==> config.mk <==
export PLATFORM = sky130hd
export DESIGN_NAME = uc_multicycle_hs
export DESIGN_NICKNAME = d
export VERILOG_FILES = /design/src/rtl/uc_pkg.sv /design/src/rtl/uc_mem_watchdog.sv /design/src/rtl/uc_multicycle_hs.sv
export SDC_FILE = /design/constraint.sdc
export NUM_CORES = 1
export LEC_CHECK = 0
export CAP_MARGIN = 20
export CORE_UTILIZATION = 50
export CTS_BUF_LIST = sky130_fd_sc_hd__clkbuf_4 sky130_fd_sc_hd__clkbuf_8
export DETAILED_ROUTE_END_ITERATION = 10
export DONT_BUFFER_PORTS = 1
export PLACE_DENSITY_LB_ADDON = 0.25
export SYNTH_ARGS = -nofsm -noshare
export SYNTH_HDL_FRONTEND = slang
export SYNTH_SLANG_ARGS = --single-unit
==> constraint.sdc <==
create_clock -name clock -period 4.9 [get_ports clock]
set_input_delay 0.735 -clock clock [delete_from_list [all_inputs] [get_ports clock]]
set_output_delay 0.735 -clock clock [all_outputs]
set_load 0.005 [all_outputs]
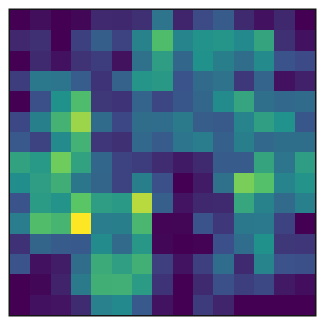
(signal metal coverage by tile)
Drawn at 4 px/micron. The die is cut into 15 by 15 equal tiles; dark purple is low, yellow is high, scaled to the fullest tile. Values are wire area over tile area, all layers added.
densest ninth of the die	middle left
tiles over half the peak	19%
fullest tile	0.47
nearly empty tiles	10%
routed vias: 1834
wirelength, routed: 5190 microns

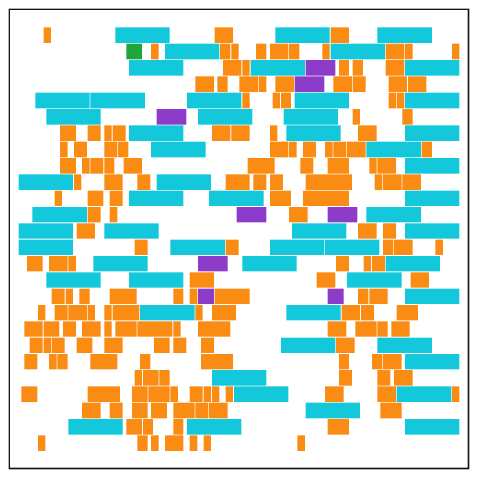
(placed cells, one colour a class)
Drawn at 6 px/micron.
colour	class	cells
orange	remaining logic cells	186
cyan	registers	56
green	remaining buffers and delay cells	1
purple	clock drivers and dummy loads	8
Site Rows: 26
core region area: 0.00520 sq mm
Final Core Density: 55.5%
share of the final layout cell area in sequential cells: 48.5%
final design instance area without fill: 0.00289 sq mm

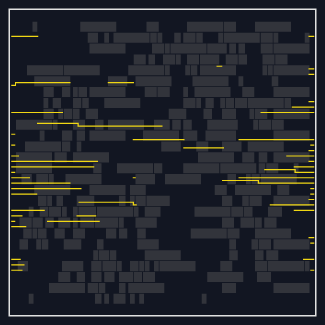
(met3 routing)
Drawn at 4 px/micron. Cells faint in the background.
main direction	horizontal
share of all routed wire	7.2%
longest straight run	21.4 microns
GRT met3 Usage: 7.78%

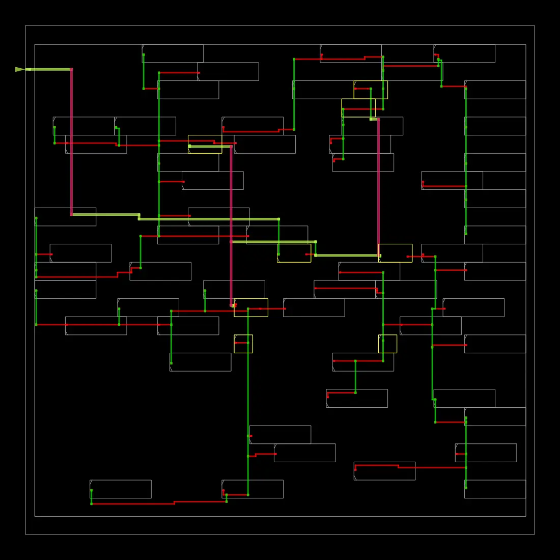
(clock nets)
clock sink count: 56
clock buffers created by TritonCTS: 5
clock buffer count: 7
P_clk: 267 uW
final clock skew: 0.00331 ns

==> notes.md <==
Update from the flow run.

Per the detail_route log, met2 wirelength is 2420 microns. After global routing the overflow that remains totals 0. The area of the multi-input gates is roughly 0.0013 sq mm. The Yosys step of the flow raised 0 warnings. The routed design uses approximately 370 microns of met3 wire. For this run, the register share of the synthesized area comes to 50.8%.

The most crowded layer after global routing is met2. The final timing report gives a worst setup slack of 2.57 ns. The number of cells in the yosys synthesis report is 249.

Leaving out fill and tap cells, the most frequent cells in the layout are 56 x sky130_fd_sc_hd__dfrtp_1, 26 x sky130_fd_sc_hd__xnor2_1, 16 x sky130_fd_sc_hd__nor2_1, 16 x sky130_fd_sc_hd__nand3_1, 15 x sky130_fd_sc_hd__nand2_1. The layout report lists the clock-cell share of area as 3.38%. The number of max-capacitance violations reported is 0. The area growth from synthesis to layout is 4.63%.

The number of failing hold endpoints at the final stage is 0. TritonCTS built the clock tree. The via count of the first global-routing pass is 1785. Looking at the gate-level netlist, the highest instance count belongs to sky130_fd_sc_hd__dfrtp_1.

The AND-OR/OR-AND share of the synthesized area is under 10%. The top routing layer in use is met4. The wire length of the first global-routing pass is 9000 microns. The cell count after synthesis is 249.

The number of distinct library cells after synthesis is 60. Looking at the cell usage after synthesis, the top flip-flop cell is sky130_fd_sc_hd__dfrtp_1. The prevailing logic family in the synthesized netlist is simple AND/OR/NAND/NOR gates. The final antenna diode tally reported by the flow is 0.

The die is around 76 microns wide. After layout the signal buffers, clock cells excluded, come to 0.260% of cell area. The largest fanout of any net on the critical path is 17. The per-instance average area after synthesis is between 10 and 15 sq um.

The kind of cell with the highest combined delay along the critical path is simple AND/OR/NAND/NOR gates. The fraction of the mapped netlist area in simple logic gates is between 20% and 30%. Across the whole layout, storage elements account for 0.00140 sq mm. Setup violations remaining at the end of the flow were counted as 0.

The count of sequential standard cells is 56. The setup slack of the worst register-to-register path is 2.57 ns. The flow ran to the end, and the final reports show no timing, DRC or antenna violations. The total DRC errors in the routed layout is 0.

After clock tree synthesis, the setup repair step added 0 buffers. The total negative slack is 0 ns. The path category of the worst min-delay check is in2async. The number of inverters outside the clock class in the layout is 10.
## power groups by stage
stage | combinational (uW) | clock [uW] | sequential, uW
after CTS | 234 | 275 | 582
final | 232 | 267 | 581
after detailed placement | 233 | 0 | 590
after floorplan | 236 | 0 | 543
after global placement | 229 | 0 | 590
after global routing | 264 | 293 | 592
## stage by stage
step / cells / power, uW / utilization [%] / hold slack, ns / cell area [sq um]
floorplan: 255 / 779 / - / 0.467 / 2780
detailed placement: 313 / 823 / 53.6 / 0.486 / 2790
finish: 321 / 1080 / 55.5 / 0.347 / 2890
global placement: 313 / 819 / 53.6 / 0.482 / 2790
CTS: 321 / 1090 / 55.5 / 0.366 / 2890
global route: 321 / 1150 / 55.5 / 0.385 / 2890
No activity file was given, so power comes from the tool's default toggle rates.
